===== config.mk =====
export PLATFORM = sky130hd
export DESIGN_NAME = serial_add_ctrl
export DESIGN_NICKNAME = d
export VERILOG_FILES = /design/src/rtl/serial_add_ctrl.sv
export SDC_FILE = /design/constraint.sdc
export NUM_CORES = 1
export LEC_CHECK = 0
export ABC_CLOCK_PERIOD_IN_PS = 4110
export CORE_MARGIN = 2
export CORE_UTILIZATION = 40
export CTS_BUF_LIST = sky130_fd_sc_hd__clkbuf_8
export DETAILED_ROUTE_END_ITERATION = 12
export PLACE_DENSITY = 0.65
export REMOVE_ABC_BUFFERS = 1
export SLEW_MARGIN = 20
export SYNTH_ARGS = -nofsm -noshare
export SYNTH_HDL_FRONTEND = slang
export SYNTH_SLANG_ARGS = --single-unit

===== constraint.sdc =====
create_clock -name clk -period 4.11 [get_ports clk]
set_input_delay 1.233 -clock clk [delete_from_list [all_inputs] [get_ports clk]]
set_output_delay 1.233 -clock clk [all_outputs]
set_load 0.01 [all_outputs]

===== src/rtl/serial_add_ctrl.sv =====
// Bit-serial-by-slice adder controller: one SLICE-bit add per RUN cycle on a
// shared ripple slice, carry held between slices, valid/ready on both sides.
module serial_add_ctrl #(
    parameter int unsigned WIDTH = 16,
    parameter int unsigned SLICE = 4
) (
    input  logic             clk,
    input  logic             rst,
    input  logic             flush_i,
    input  logic             in_valid_i,
    output logic             in_ready_o,
    input  logic [WIDTH-1:0] a_i,
    input  logic [WIDTH-1:0] b_i,
    input  logic             cin_i,
    output logic             out_valid_o,
    input  logic             out_ready_i,
    output logic [WIDTH-1:0] sum_o,
    output logic             cout_o,
    output logic             ovf_o,
    output logic             busy_o
);

    localparam int unsigned N    = WIDTH / SLICE;
    localparam int unsigned CntW = (N > 1) ? $clog2(N) : 1;
    localparam logic [CntW-1:0] CntLast = CntW'(N - 1);

    localparam logic [1:0] StIdle = 2'd0;
    localparam logic [1:0] StRun  = 2'd1;
    localparam logic [1:0] StDone = 2'd2;

    logic [1:0]       state_q, state_d;
    logic [WIDTH-1:0] a_sh_q, a_sh_d;
    logic [WIDTH-1:0] b_sh_q, b_sh_d;
    logic [WIDTH-1:0] sum_q, sum_d;
    logic [CntW-1:0]  cnt_q, cnt_d;
    logic             carry_q, carry_d;
    logic             cout_q, cout_d;
    logic             ovf_q, ovf_d;

    logic [SLICE-1:0]       slice_s;
    logic [SLICE:0]         slice_c;
    logic [WIDTH+SLICE-1:0] sum_cat;

    // Shared slice adder: a chain of 1-bit full-add cells on the low operand bits.
    always_comb begin
        slice_s    = '0;
        slice_c    = '0;
        slice_c[0] = carry_q;
        for (int i = 0; i < SLICE; i++) begin
            slice_s[i]   = a_sh_q[i] ^ b_sh_q[i] ^ slice_c[i];
            slice_c[i+1] = (a_sh_q[i] & b_sh_q[i]) | (slice_c[i] & (a_sh_q[i] ^ b_sh_q[i]));
        end
    end

    // New slice enters at the top of the result; older slices move down.
    assign sum_cat = {slice_s, sum_q};

    // Next-state logic; flush overrides both handshakes.
    always_comb begin
        state_d = state_q;
        a_sh_d  = a_sh_q;
        b_sh_d  = b_sh_q;
        sum_d   = sum_q;
        cnt_d   = cnt_q;
        carry_d = carry_q;
        cout_d  = cout_q;
        ovf_d   = ovf_q;
        if (flush_i) begin
            state_d = StIdle;
            carry_d = 1'b0;
            cnt_d   = '0;
        end else begin
            case (state_q)
                StIdle: begin
                    if (in_valid_i) begin
                        a_sh_d  = a_i;
                        b_sh_d  = b_i;
                        carry_d = cin_i;
                        cnt_d   = '0;
                        state_d = StRun;
                    end
                end
                StRun: begin
                    sum_d   = sum_cat[WIDTH+SLICE-1:SLICE];
                    a_sh_d  = a_sh_q >> SLICE;
                    b_sh_d  = b_sh_q >> SLICE;
                    carry_d = slice_c[SLICE];
                    cnt_d   = cnt_q + 1'b1;
                    if (cnt_q == CntLast) begin
                        state_d = StDone;
                        cout_d  = slice_c[SLICE];
                        // Carry into the MSB cell vs. carry out of it.
                        ovf_d   = slice_c[SLICE-1] ^ slice_c[SLICE];
                    end
                end
                StDone: begin
                    if (out_ready_i) begin
                        state_d = StIdle;
                    end
                end
                default: begin
                    state_d = StIdle;
                end
            endcase
        end
    end

    // State and datapath registers.
    always_ff @(posedge clk or posedge rst) begin
        if (rst) begin
            state_q <= StIdle;
            a_sh_q  <= '0;
            b_sh_q  <= '0;
            sum_q   <= '0;
            cnt_q   <= '0;
            carry_q <= 1'b0;
            cout_q  <= 1'b0;
            ovf_q   <= 1'b0;
        end else begin
            state_q <= state_d;
            a_sh_q  <= a_sh_d;
            b_sh_q  <= b_sh_d;
            sum_q   <= sum_d;
            cnt_q   <= cnt_d;
            carry_q <= carry_d;
            cout_q  <= cout_d;
            ovf_q   <= ovf_d;
        end
    end

    // Handshake and status outputs decode straight from the state register.
    always_comb begin
        in_ready_o  = (state_q == StIdle);
        out_valid_o = (state_q == StDone);
        busy_o      = (state_q == StRun) || (state_q == StDone);
    end

    assign sum_o  = sum_q;
    assign cout_o = cout_q;
    assign ovf_o  = ovf_q;

endmodule


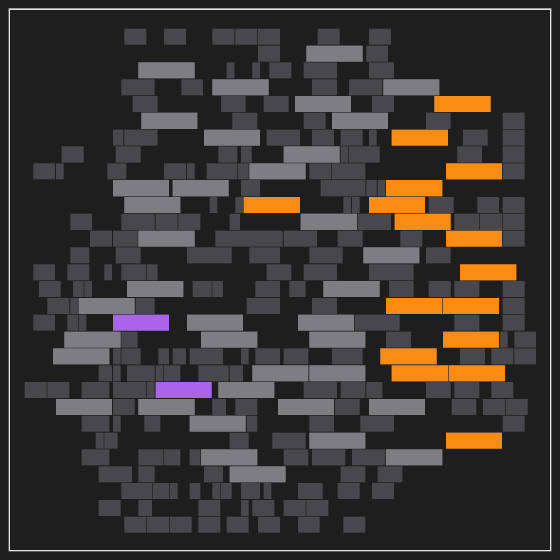
Run 1: sequential cells coloured by netlist name
Other sequential cells in the stronger grey, the rest of the logic in the fainter grey.
sum_o -> orange  # sequential cells 16
cnt_q -> purple  # sequential cells 2
not coloured = 37
sequential cell area: 1380 µm²
final core occ: 0.516
sequential share of cell area: 0.395
Seq. pwr: 0.932 mW

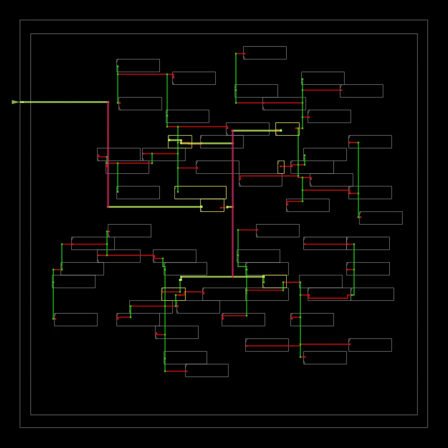
Run 1: clock nets
Clock Latency Late Sink: 0.30 ns
sequential cells: 55

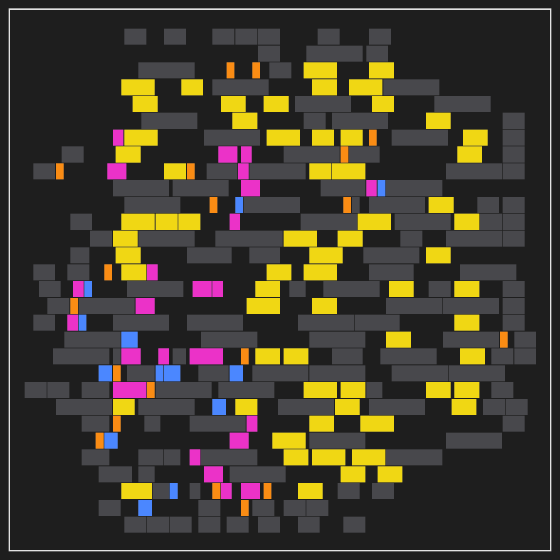
Run 1: gate-type map
nand cells -> blue  # cells 13, most used nand2_1
mux cells -> yellow  # cells 65, most used mux2_2, where all over the die
inv cells -> orange  # cells 19, most used inv_1
aoi and oai cells -> magenta  # cells 24, most used o21ai_0
post-route insts no fill: 341
Comb area share: 0.347
most frequent logic cell in the layout: clkdlybuf4s50_1

==> flow_metrics.env, run 1 <==
# physical design summary
export IMPL_outcome="completed"
export IMPL_dieHeight_um=87.3
export IMPL_cts_buffer_depth=2
export IMPL_mostFrequentLayoutCells="58 x clkdlybuf4s50_1, 55 x dfrtp_1, 34 x mux2_2, 18 x inv_1, 17 x mux2_4"
export IMPL_gp_congestion=0.698
export IMPL_numSynthFlops=55
export IMPL_ctsResizeCount=0
export IMPL_numPlacedInstances=334
export IMPL_max_slew_worst_pin_slew_ns=0.824
export IMPL_die_x_um=87.3
export IMPL_drv_slew=0
export IMPL_critPathMaxFanout=4
export IMPL_stdcell_area_um2=3480
export IMPL_tritoncts="built"
export IMPL_synthTopCellsByCount="55 x dfrtp_1, 34 x mux2_2, 18 x inv_1"
export IMPL_crit_arrival_ns=1.67
export IMPL_yosysMostFrequentCell="dfrtp_1"
export IMPL_syn_cell_area_um2=2770
export IMPL_p_clk_frac=0.146
export IMPL_htree_levels=2
export IMPL_root_buffer="clkbuf_8"
export IMPL_cap_violations=0
export IMPL_drtPass1Iterations=4
export IMPL_cts_clk_slew_worst_paths_ns=0.08
export IMPL_power_density_nw_per_um2=666
export IMPL_fmax_mhz=344
export IMPL_async_flop_share=1.00
export IMPL_ff_type="dfrtp_1"
export IMPL_chip_area_um2=7620
export IMPL_drt_vias_per_instance=4.95
export IMPL_cp_end_kind="output pin"
export IMPL_area_growth_synth_to_final_pct=25.6
export IMPL_synth_largest_area_cell="dfrtp_1"
export IMPL_power_switching_mw=0.736
export IMPL_synthesis_instances=202
export IMPL_numCtsBuffers=5
export IMPL_fin_nets=308
export IMPL_power_combinational_mw=1.05
export IMPL_grtUsageMet3=0.0313
export IMPL_dpl_worst_slack_ns=0.891
-- run 1: flip-flops by register name, indices dropped and copies added (netlist names) --
| signal | cells |
|---|---|
| a_sh_q | 16 |
| b_sh_q | 16 |
| sum_o | 16 |
| cnt_q | 2 |
| state_q | 2 |
| carry_q | 1 |
| cout_o | 1 |
| ovf_o | 1 |
-- run 1: cell families after synthesis --
logic type | Yosys count | share of synthesized area
multiplexers | 65 | 0.283
AND-OR/OR-AND | 24 | 0.0627
buffers and inverters | 31 | 0.0690
adder cells (fa/ha/maj) | 9 | 0.0514
AND/OR/NAND/NOR | 17 | 0.0343
flip-flops | 55 | 0.496
XOR/XNOR | 1 | 0.00316
-- run 1: worst paths after layout --
check / slack (ns) / cells past startpoint / endpoint / start
max in group asynchronous: 2.30 / 3 / a_sh_q[5] / rst
min in group asynchronous: 1.21 / 2 / sum_o[5] / rst
worst min register to register: 0.50 / 2 / cout_o / cout_o
worst min-delay path: 0.50 / 2 / cout_o / cout_o
worst max-delay path: 1.21 / 3 / in_ready_o / state_q[1]
worst max register to register: 1.74 / 7 / carry_q / a_sh_q[0]
-- run 1: layer usage --
metal  part of all wire  up-vias  wire (µm)
met2               0.46       38       2360
met5                  0        -          0
met4              0.010        0         53
li1                   -      814          -
met3              0.033        6        170
met1               0.49      831       2500
-- run 1: worst max-delay path, cell delays in order (launching register included) --
cell and delay (ns):
dfrtp_1 0.41, inv_1 0.11, ha_1 0.27, clkdlybuf4s50_1 0.57
-- run 1: area by class of cell --
cell class | count | area, µm²
clock buffers | 5 | 68.8
flip-flops and latches | 55 | 1380
repair buffers | 64 | 626
fillers | 594 | 3270
well taps | 80 | 100
clock inverters | 2 | 33.8
multi-input cells | 116 | 1210
inverters | 19 | 71.3
==> run 2: changes to the inputs <==
- ABC_CLOCK_PERIOD_IN_PS: 4110 -> 3000
- clock period: 4.11 -> 3 ns (I/O delays scaled with it)
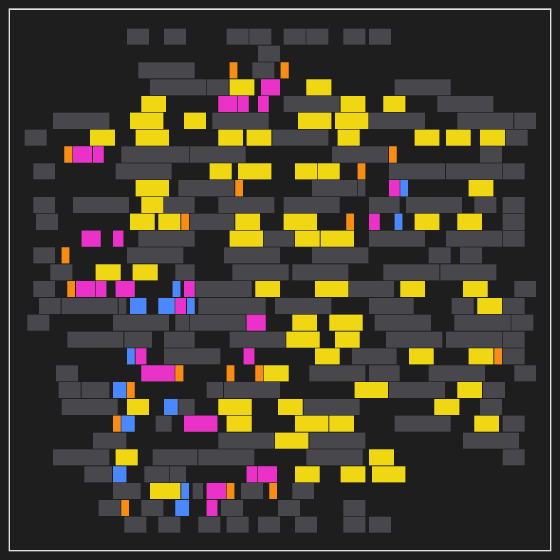
Run 2: gate-type map
inv cells -> orange  # cells 19, most used inv_1
mux cells -> yellow  # cells 65, most used mux2_2
nand cells -> blue  # cells 13, most used nand2_1
aoi and oai cells -> magenta  # cells 24, most used o21ai_0

==> flow_metrics.env, run 2 <==
# physical design summary
export IMPL_outcome="completed"
export IMPL_ctsResizeCount=0
export IMPL_power_density_nw_per_um2=932
export IMPL_stdcell_area_um2=3540
export IMPL_r2r_start="a_sh_q[0]"
export IMPL_yosysMostFrequentCell="dfrtp_1"
export IMPL_critical_path_startpoint="state_q[0]"
export IMPL_syn_cell_area_um2=2770
export IMPL_numPlacedInstances=334
export IMPL_numSynthFlops=55
export IMPL_nFillCells=605
export IMPL_synthTopCellsByCount="55 x dfrtp_1, 34 x mux2_2, 18 x inv_1"
export IMPL_chip_area_um2=7620
export IMPL_rrSetupSlack_ns=0.63
export IMPL_drv_slew=0
export IMPL_tritoncts="built"
export IMPL_gp_congestion=0.673
export IMPL_area_growth_synth_to_final_pct=27.6
export IMPL_drtPass1Iterations=4
export IMPL_fmax_mhz=393
export IMPL_min_to="sum_o[1]"
export IMPL_cp_end_kind="output pin"
export IMPL_fin_nets=308
export IMPL_clk_latency_ns=0.31
export IMPL_lay_top_count="clkdlybuf4s50_1"
export IMPL_cap_violations=0
export IMPL_synthesis_instances=202
export IMPL_dpl_worst_slack_ns=0.630
export IMPL_crit_arrival_ns=1.64
export IMPL_power_switching_mw=1.01
export IMPL_numCtsBuffers=5
export IMPL_mostFrequentLayoutCells="58 x clkdlybuf4s50_1, 55 x dfrtp_1, 34 x mux2_2, 18 x inv_1, 17 x mux2_4"
export IMPL_min_from="sum_o[1]"
export IMPL_stdcell_count=342
export IMPL_max_slew_worst_pin_slew_ns=0.504
export IMPL_p_clk_frac=0.172
export IMPL_dieHeight_um=87.3
export IMPL_cts_clk_slew_worst_paths_ns=0.09
export IMPL_reg2reg_depth=7
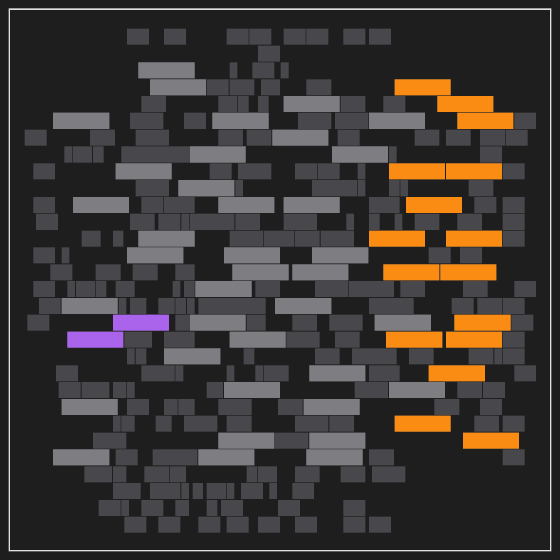
Run 2: sequential cells coloured by netlist name
Other sequential cells in the stronger grey, the rest of the logic in the fainter grey.
sum_o -> orange  # sequential cells 16
cnt_q -> purple  # sequential cells 2
not coloured = 37
Seq. pwr: 1.26 mW
final core occ: 0.524

run 2: cell type report:
| cell class | count | area, µm² | area share |
|---|---|---|---|
| clock buffer | 5 | 68.8 | 0.0194 |
| clock inverter | 3 | 63.8 | 0.0180 |
| inverter | 19 | 71.3 | 0.0201 |
| multi-input combinational | 116 | 1210 | 0.341 |
| sequential | 55 | 1380 | 0.389 |
| tap | 80 | 100 | 0.0283 |
| timing repair buffer | 64 | 651 | 0.184 |
run 2: cells by family after synthesis:
group           count (synthesis)  share of synthesized area
fa+ha+maj                       9                     0.0514
buf+inv                        31                     0.0690
flops                          55                      0.496
mux                            65                      0.283
simple gates                   17                     0.0343
xor+xnor                        1                    0.00316
compound gates                 24                     0.0627
run 2: power by group through the flow:
stage	registers (mW)	logic, mW	clock network (mW)
global placement	1.27	1.45	0
CTS	1.27	1.49	0.582
global route	1.30	1.61	0.618
floorplan	1.28	0.942	0
finish	1.26	1.47	0.568
detailed placement	1.28	1.49	0
run 2: critical path: stages (launching register included):
cell and delay (ns):
dfrtp_1 0.41, inv_1 0.12, ha_1 0.25, clkdlybuf4s50_1 0.56
run 2: layer usage:
layer  wire length, µm  track usage  vias to the layer above
met5                 0            0                        -
met4                57       0.0462                        0
met3               247       0.0313                        8
met2              2240        0.216                       46
met1              2400        0.202                      816
li1                  -            -                      822
run 2: worst max-delay path by stage:
stage,depth (start not counted),endpoint
floorplan,5,a_sh_q[10]
global placement,5,a_sh_q[11]
detailed placement,7,carry_q
CTS,3,in_ready_o
global route,3,in_ready_o
finish,3,in_ready_o
No activity file was given, so power comes from the tool's default toggle rates.
